==> config.mk <==
export PLATFORM = sky130hd
export DESIGN_NAME = heap_topk
export DESIGN_NICKNAME = d
export VERILOG_FILES = /design/src/rtl/heap_pkg.sv /design/src/rtl/heap_cmp_sel.sv /design/src/rtl/heap_topk.sv
export SDC_FILE = /design/constraint.sdc
export NUM_CORES = 2
export LEC_CHECK = 0
export CAP_MARGIN = 20
export CORE_ASPECT_RATIO = 0.6
export CORE_UTILIZATION = 42
export CTS_BUF_LIST = sky130_fd_sc_hd__clkbuf_2
export CTS_CLUSTER_SIZE = 25
export DETAILED_ROUTE_END_ITERATION = 10
export PLACE_DENSITY = 0.6
export SYNTH_ARGS = -nofsm -noshare
export SYNTH_HDL_FRONTEND = slang
export SYNTH_SLANG_ARGS = --single-unit
==> constraint.sdc <==
create_clock -name clk -period 12.3 [get_ports clk]
set_clock_uncertainty 0.05 [all_clocks]
set_input_delay 2.46 -clock clk [delete_from_list [all_inputs] [get_ports clk]]
set_output_delay 2.46 -clock clk [all_outputs]
set_load 0.02 [all_outputs]
**Wiring heat map**

(1.5 px per um) The die is cut into 34 by 21 equal tiles; dark purple is low, yellow is high, scaled to the fullest tile. Values are wire area over tile area, all layers added.
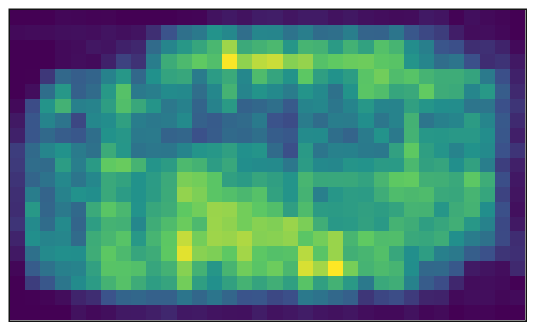
mean over tiles = 0.44
tiles over half the peak = 44%
densest ninth of the die = bottom centre
routed wire length: 166000 um
GRT Resource Usage Total: 45.5%
routed len/inst: 36.0 um
vias post-DR: 35239

**Placed cells, one colour a class**

(2 px per um)
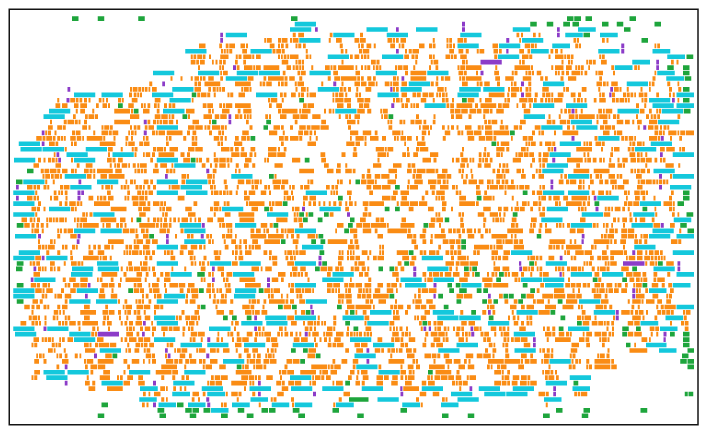
all other logic -> orange  # cells 3087, share of their area 66%
flip-flops -> cyan  # cells 268, share of their area 26%
clock drivers and dummy loads -> purple  # cells 138, share of their area 2.4%
other buffers and delay cells -> green  # cells 197, share of their area 5.5%
Final Instance Area: 31800 um2
CORE AREA: 68600 um2
number of standard-cell rows in the floorplan: 74

==> changes_impl.md <==
### Metrics

* Run status: finished, violations left
* Violations in the final reports: design-rule violations
* Post-CTS clock slew at the launch and capture registers of the worst setup and hold paths at 0.13 ns
* Number of failing hold endpoints at the final stage at 0
* Buffer-and-inverter tally for the worst setup path at 4
* Worst stage delay on the critical path at 0.99 ns
* Clock buffer count from CTS at 77
* Flip-flops with a built-in enable at 224
* Wire length of the first global-routing pass at 232000 um
* Horizontal die size at 344 um
* Worst reg-to-reg path cell count at 22
* Cell leakage power at 11.6 nW
* Number of buffers inserted by hold repair at cts at 0
* CTS sink count at between 200 and 300
* Iteration count of the initial detailed-routing pass at 11
* Fraction of post-synthesis cell area in the top cell type by area at 22.9%
* Complex Gates by Area at 33.0%
* Sequence of cells on the critical path: clkinv_1 -> buf_4 -> ha_1 -> nor2b_1 -> o21ai_1 -> nand3_1 -> nor2_1 -> a22oi_1 -> o21ai_0 -> ha_1 -> a211o_1 -> a21oi_1 -> o32a_1 -> a31o_2 -> o21ai_4 -> buf_4 -> a21oi_1 -> inv_1 -> ha_1 -> a2111oi_0 -> a31oi_1 -> mux2_1
* Final setup slack of the worst path at about 3.5 ns
* Chip area line of the yosys report at 29400 um2
* Log Warnings at 34
* Number of max-cap violations at 0
* Adder Area Share at 3.83%
* Largest net degree at the start of global routing at about 67
* Remaining routing DRC violations at 2
* Initial detailed-routing violation count at 7558
* Well tap count at 912
* Synth Area per Inst at around 8 um2
* Antenna diode instance count at 7
* Clkbuf count at around 120
* Maximum count of clock buffers along a single path at 3
* Proportion of synthesized flip-flops having asynchronous set or reset at between 15 and 20%
* Post_cts resized at 0
* Distinct cell type count after synthesis at ~94
* Tightest slew margin relative to the limit at 17.8%
* Dpl hpwl at 104000 um
* Weighted congestion at the end of routability-driven global placement at 1.11
* Final-report max-slew violation count at 0
* Worst Path Required at 13.39 ns
* Most used logic cell in the final layout: a21oi_1
Yosys cell counts, drive strengths merged (44+ instances only):
library cell    n
a21oi         501
nand2         486
ha             90
nor2          429
edfxtp        224
o221ai        118
a211oi        126
clkbuf        298
mux2i         191
a221oi         44
o21ai         260
buf           104
nand3          73
dfrtp          44
o211ai        108
inv            86
mux4           77
metrics by stage:
| step | instances | util (%) |
|---|---|---|
| floorplan | 3757 | - |
| global placement | 4461 | 45.2 |
| detailed placement | 4461 | 45.2 |
| CTS | 4599 | 46.3 |
| global route | 4605 | 46.3 |
| finish | 4609 | 46.4 |
report_power, final:
group / internal (W) / switching (W)
combinational: 0.00247 / 0.00575
sequential: 0.00135 / 0.000487
clock: 0.000319 / 0.000521
total: 0.00414 / 0.00676
Power and IR drop assume default switching activity.
